File: src/rtl/fetch_unit.sv
// Instruction fetch stage: owns the PC and instruction register, fetches over a
// req/ack handshake and presents each instruction for exactly one EXEC cycle.
module fetch_unit #(
  parameter int unsigned PC_W     = 4,
  parameter int unsigned INSTR_W  = 8,
  parameter int unsigned RESET_PC = 0
) (
  input  logic               clk,
  input  logic               rst,
  input  logic               run,
  output logic               mem_req,
  output logic [PC_W-1:0]    mem_addr,
  input  logic [INSTR_W-1:0] mem_rdata,
  input  logic               mem_ack,
  input  logic               jmp_sel,
  output logic [3:0]         opcode,
  output logic [3:0]         operand,
  output logic               instr_valid,
  output logic [PC_W-1:0]    pc
);

  typedef enum logic [1:0] {
    IDLE,
    FETCH,
    EXEC
  } state_t;

  state_t             state;
  state_t             state_next;
  logic [INSTR_W-1:0] ir;
  logic [INSTR_W-1:0] ir_next;
  logic [PC_W-1:0]    pc_next;

  always_ff @(posedge clk or posedge rst) begin
    if (rst) begin
      state <= IDLE;
      pc    <= PC_W'(RESET_PC);
      ir    <= '0;
    end else begin
      state <= state_next;
      pc    <= pc_next;
      ir    <= ir_next;
    end
  end

  always_comb begin
    state_next = state;
    pc_next    = pc;
    ir_next    = ir;
    case (state)
      IDLE: begin
        if (run) state_next = FETCH;
      end
      FETCH: begin
        // run is not consulted here: a started fetch always completes
        if (mem_ack) begin
          ir_next    = mem_rdata;
          state_next = EXEC;
        end
      end
      EXEC: begin
        pc_next    = jmp_sel ? PC_W'(ir[3:0]) : pc + PC_W'(1);
        state_next = run ? FETCH : IDLE;
      end
      default: state_next = IDLE;
    endcase
  end

  // Outputs decode straight from registered state so they stay glitch-free;
  // the zero opcode outside EXEC is what keeps the control unit inert.
  assign mem_req     = (state == FETCH);
  assign instr_valid = (state == EXEC);
  assign mem_addr    = pc;
  assign opcode      = (state == EXEC) ? ir[INSTR_W-1 -: 4] : 4'b0000;
  assign operand     = ir[3:0];

endmodule

File: config.mk
export PLATFORM = sky130hd
export DESIGN_NAME = fetch_unit
export DESIGN_NICKNAME = d
export VERILOG_FILES = /design/src/rtl/fetch_unit.sv
export SDC_FILE = /design/constraint.sdc
export NUM_CORES = 1
export LEC_CHECK = 0
export ABC_AREA = 1
export ABC_CLOCK_PERIOD_IN_PS = 1400
export CAP_MARGIN = 40
export CORE_MARGIN = 2
export CORE_UTILIZATION = 25
export CTS_CLUSTER_SIZE = 40
export DETAILED_ROUTE_END_ITERATION = 10
export PLACE_DENSITY = 0.48
export SLEW_MARGIN = 20
export SYNTH_ARGS = -nofsm -noshare
export SYNTH_HDL_FRONTEND = slang
export SYNTH_SLANG_ARGS = --single-unit
File: constraint.sdc
create_clock -name clk -period 1.4 [get_ports clk]
set_clock_uncertainty 0.1 [all_clocks]
set_input_delay 0.35 -clock clk [delete_from_list [all_inputs] [get_ports clk]]
set_output_delay 0.35 -clock clk [all_outputs]
set_load 0.01 [all_outputs]
Figure 1. The metal 2 layer (run 1).
Drawn at 4 px/µm.
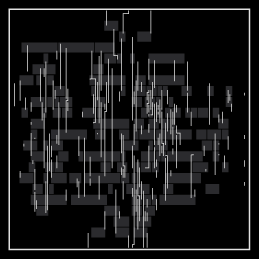
nets with wire on the layer = 122
share of all routed wire = 49%
wire length on this layer = 845 µm
GR Util met2: 20.81%
sum of routed wire length over all layers: 1712 µm
total vias in the final route: 690

Figure 2. M3 wires (run 1).
Drawn at 4 px/µm.
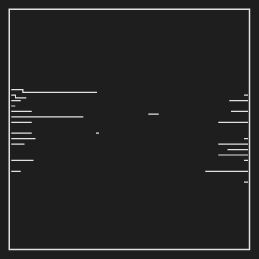
main direction = horizontal
wire length on this layer = 127 µm
longest straight run = 18.4 µm
share of all routed wire = 7.4%
met3 routing resource usage after global routing: 2.381%

Figure 3. Drive-strength map (run 1).
Drawn at 8 px/µm.
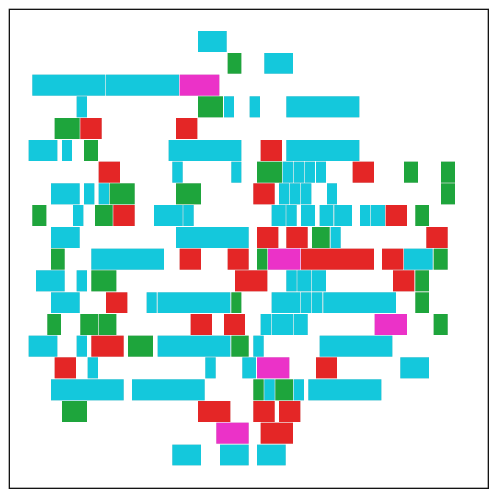
_3 and _4 cells -> red  # cells 27, share 20%
_6 and larger -> magenta  # cells 5, share 3.7%
_2 cells -> green  # cells 30, share 22%
_0 and _1 cells -> cyan  # cells 72, share 54%
synthesis-to-layout area growth: 54.36%
min setup slack post-route: -160.8 ps
Post-Layout Inst Area: 1197 µm²
nonclk buf count: 50

Figure 4. Routing congestion (run 1).
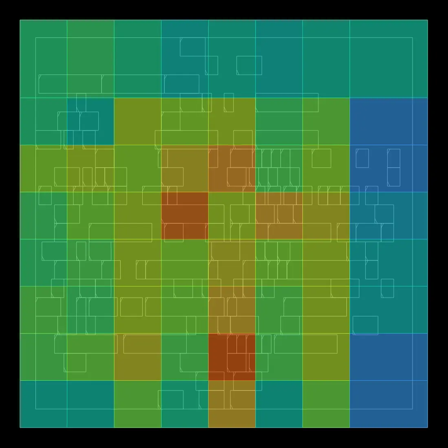
routed length per placed instance: 10.25 µm
most crowded layer after global routing: met2
final cell utilization of the core: 39.88%
met1 usage in global routing: 13.13%

[run 1: kinds of logic after synthesis]
family / count (synthesis) / synth area share, %
flip-flops: 14 / 45.16
buffers and inverters: 26 / 19.19
AND-OR/OR-AND: 14 / 13.23
AND/OR/NAND/NOR: 34 / 20.81
adder cells (fa/ha/maj): 1 / 1.613
[run 1: worst max-delay path, stage by stage (launching register included)]
cell and delay (ps):
sky130_fd_sc_hd__dfrtp_1 380, sky130_fd_sc_hd__inv_2 70, sky130_fd_sc_hd__nor2_4 40, sky130_fd_sc_hd__buf_4 120
sky130_fd_sc_hd__buf_6 110, sky130_fd_sc_hd__buf_6 110
[run 1: where the power goes]
part	leakage, nW	switching (mW)	internal [mW]
clock network	0.0210	0.134	0.158
registers	0.172	0.0789	0.545
logic	0.426	0.474	0.494
total	0.620	0.687	1.20
==> CHANGELOG.md, run 1 <==
## Flow update

* Met3 wire len at between 100 and 150 µm
* Number of fill cells at roughly 350
* Total area of sequential cells at 350.3 µm²
* Total number of placement rows at 20
* Die extent in x at ~60 µm
* Cells after synthesis at a little under 90
* Final Setup Violations at 6
* Final-layout clock-cell area share at 3.030%
* Placeable core area at between 3000 and 4000 µm²
* Share of async-settable or async-resettable flops after synthesis at 100.0%
* Reported max-cap violation count at 0
* Top cell type's share of synthesized area at a little under half
* Peak supply drop at between 0.4 and 0.5 mV
* Failing checks: negative setup slack
* Period utilization at 111.5%
* Data required time at the worst endpoint at roughly 950 ps
* Min-Delay Path Class: input pin to async pin
* Synth Flop Type: sky130_fd_sc_hd__dfrtp_1
* H-Tree Level Count at 1
* Count of endpoints failing hold in the final timing report at 0
* # DRC at 0
* Leak Pwr at approximately 0.62 nW
* EDFF count, synth at 0
* Count of cells resized by post-cts repair at 54
* Iter 0 DRT Violations at 13
* Biggest cell category by area in the final layout: buffers
* Share of the final layout cell area in multi-input gates at between 20% and 30%
* Buffering overhead at 32.71%
* Wire length on met2 at 845 µm
* Max Clk Rate at ~0.64 GHz
* Gpl congestion at between 0.7 and 0.8
* Most common logic cells in the final layout: 19 x sky130_fd_sc_hd__buf_4, 17 x sky130_fd_sc_hd__nand2_1, 14 x sky130_fd_sc_hd__dfrtp_1, 13 x sky130_fd_sc_hd__inv_1, 12 x sky130_fd_sc_hd__clkdlybuf4s50_1
* Total power divided by cell area at between 1500 and 2000 nW/µm²
* Total clock buffers created by CTS at 3
* Yosys Warn Count at 0
* Total cell area reported by yosys after synthesis at 775.7 µm²
* Flip-flop count of the largest register after layout at 8
* Setup crit start: state[1]$_DFFE_PP0P_
* Mapped Nets at 103
* Endpoint of the worst-slack reg-to-reg timing path: ir[3]$_DFFE_PP0P_
* Initial antenna violation count at 0
* Number of tap instances at 33
* Clk Tree Root Cell: sky130_fd_sc_hd__clkbuf_4
* TritonCTS clock tree: yes
* Total of clock buffers placed in the layout at 4
* Buffer count from post-CTS setup fixing at 4
* Global router's overall resource usage at a little under an eighth
* Seq cells post-synth at 14
* Leading cell type in the layout, fill and taps excluded: sky130_fd_sc_hd__buf_4
* Flop-to-flop setup slack at 110 ps
* Mapped cell area at between 700 and 800 µm²
* Number of vias per cell after detailed routing at slightly above 4
* Cell area after placement at between 1000 and 1500 µm²
* Result of the run: complete, but fails checks
* Min setup slack post-route at -160.8 ps
* Unrepaired setup endpoints after global routing: yes
* Top-level port count at 31
* Setup crit end: instr_valid
* Global-route wire length before repair at around 3100 µm
* Sequential fraction of the synthesis area at between 40 and 50%
* Clock net sink count at 14
* Final sum of negative setup slack at -820.0 ps
* Number of nets in the layout at 149
* Routed metal-1 wire length at ~730 µm
* Count of multi-input gates at 49
* Netlist cell types at 19
* Fraction of the core area occupied by cells at floorplan at between 20% and 30%
* Total tool warning count at 28
* Total of hold buffers inserted after clock tree synthesis at 0
* Number of search-and-repair iterations in the first detailed-routing pass at 4
* Final worst path period need at around 1600 ps
* Worst-case headroom to the max-slew limit at about 83%
* Number of ordinary inverters in the final layout at 17
* Register bank with the most flops: ir
--- run 2 (diff from run 1) ---
- CTS_CLUSTER_SIZE: 40 -> 14
Figure 5. M3 wires (run 2).
Drawn at 4 px/µm.
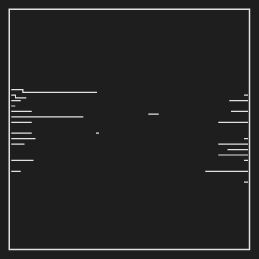
longest straight run = 18.4 µm
wire length on this layer = 127 µm

Figure 6. Routing congestion (run 2).
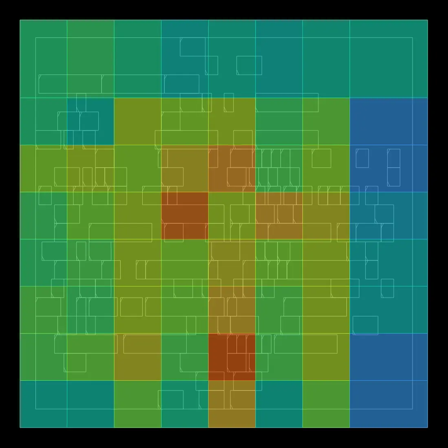
global router's overall resource usage: 11.56%

==> CHANGELOG.md, run 2 <==
## Flow update

* Most common logic cells in the final layout: 19 x sky130_fd_sc_hd__buf_4, 17 x sky130_fd_sc_hd__nand2_1, 14 x sky130_fd_sc_hd__dfrtp_1, 13 x sky130_fd_sc_hd__inv_1, 12 x sky130_fd_sc_hd__clkdlybuf4s50_1
* Placeable core area at 3003 µm² (unchanged)
* Met3 wire len at 127 µm (unchanged)
* Met3 routing resource usage after global routing at 2.381% (unchanged)
* Clock distribution power at 0.292 mW (about the same)
* Combinational share of power at 51.4% (about the same)
* Total vias in the final route at 690 (unchanged)
* Post-Layout Inst Area at 1197 µm² (unchanged)
* Leak Pwr at 0.6197 nW (unchanged)
* Failing checks: negative setup slack
* GR Util met2 at 20.81% (unchanged)
* Count of endpoints failing hold in the final timing report at 0 (unchanged)
* Flop-to-flop setup slack at 110 ps (about the same)
* Internal power of the cells at 1.197 mW (unchanged)
* Largest stage delay on the critical path at 380 ps (about the same)
* Largest Pwr Group: combinational logic
* Mapped cell area at 775.7 µm² (unchanged)
* Min-Delay Path Class: input pin to async pin
* Share of async-settable or async-resettable flops after synthesis at 100.0% (unchanged)
* Worst path most repeated cell: sky130_fd_sc_hd__buf_6
* Final worst path period need at 1561 ps (unchanged)
* Final cell utilization of the core at 39.88% (unchanged)
* Flip-flop count of the largest register after layout at 8 (unchanged)
* Seq cells post-synth at 14 (unchanged)
* Gpl congestion at 0.7197 (unchanged)
* Data required time at the worst endpoint at 950 ps (about the same)
* Final Setup Violations at 6 (unchanged)
* Period utilization at 111.5% (unchanged)
* Unrepaired setup endpoints after global routing: yes
* Die extent in x at 59.71 µm (unchanged)
* Global-route wire length before repair at 3070 µm (unchanged)
* Result of the run: complete, but fails checks
* Clock net sink count at 14 (unchanged)
* Register bank with the most flops: ir
* Wire length on met2 at 845 µm (unchanged)
* Crit. path cell count at 5 (unchanged)
* H-Tree Level Count at 1 (unchanged)
* Routed metal-1 wire length at 730 µm (unchanged)
* Synth Flop Type: sky130_fd_sc_hd__dfrtp_1
* Setup crit end: instr_valid
* Setup crit start: state[1]$_DFFE_PP0P_
* Most crowded layer after global routing: met2
* Cells after synthesis at 89 (unchanged)
* Sequence of cells on the critical path: inv_2 -> nor2_4 -> buf_4 -> buf_6 -> buf_6
* Final sum of negative setup slack at -820.0 ps (unchanged)
* Number of fill cells at 346 (unchanged)
* Met1 usage in global routing at 13.13% (unchanged)
* Total clock buffers created by CTS at 3 (unchanged)
* Endpoint of the worst-slack reg-to-reg timing path: ir[3]$_DFFE_PP0P_
* EDFF count, synth at 0 (unchanged)
* Yosys Warn Count at 0 (unchanged)
* Net Sw Power at 0.6868 mW (unchanged)
* Worst-case headroom to the max-slew limit at 82.72% (unchanged)
* Number of vias per cell after detailed routing at 4.132 (unchanged)
* Min setup slack post-route at -160.8 ps (unchanged)
* Reported max-cap violation count at 0 (unchanged)
* Total power divided by cell area at 1573 nW/µm² (unchanged)
* Number of nets in the layout at 149 (unchanged)
* Sequential-cell power consumption at 0.623 mW (about the same)
* Netlist cell types at 19 (unchanged)
* Initial antenna violation count at 0 (unchanged)
* Iter 0 DRT Violations at 13 (unchanged)
[run 2: cell counts after synthesis]
Identical to the previous run, type by type.
[run 2: final cells by class]
type                       instances  area, µm²  area share [%]
tap                               33      41.29           3.448
multi-input combinational         49      306.5           25.60
inverter                          17      71.32           5.956
sequential                        14      350.3           29.26
clock buffer                       4      36.28           3.030
timing repair buffer              50      391.6           32.71
[run 2: what timing repair did]
| action | 4_1_cts | 5_1_grt |
|---|---|---|
| endpoints found under the setup margin | 18 | 24 |
| resized | 54 | 16 |
| buffers inserted | 4 | 1 |
| hold buffers | 0 | 0 |
| pin swaps | 2 | 3 |
[run 2: logic make-up (layout without fill, tap and decap cells)]
kind of cell	Yosys count	after routing	synth area share, %
fa+ha+maj	1	1	1.613
buf+inv	26	71	19.19
flops	14	14	45.16
simple gates	34	34	20.81
compound gates	14	14	13.23
No activity file was given, so power comes from the tool's default toggle rates.
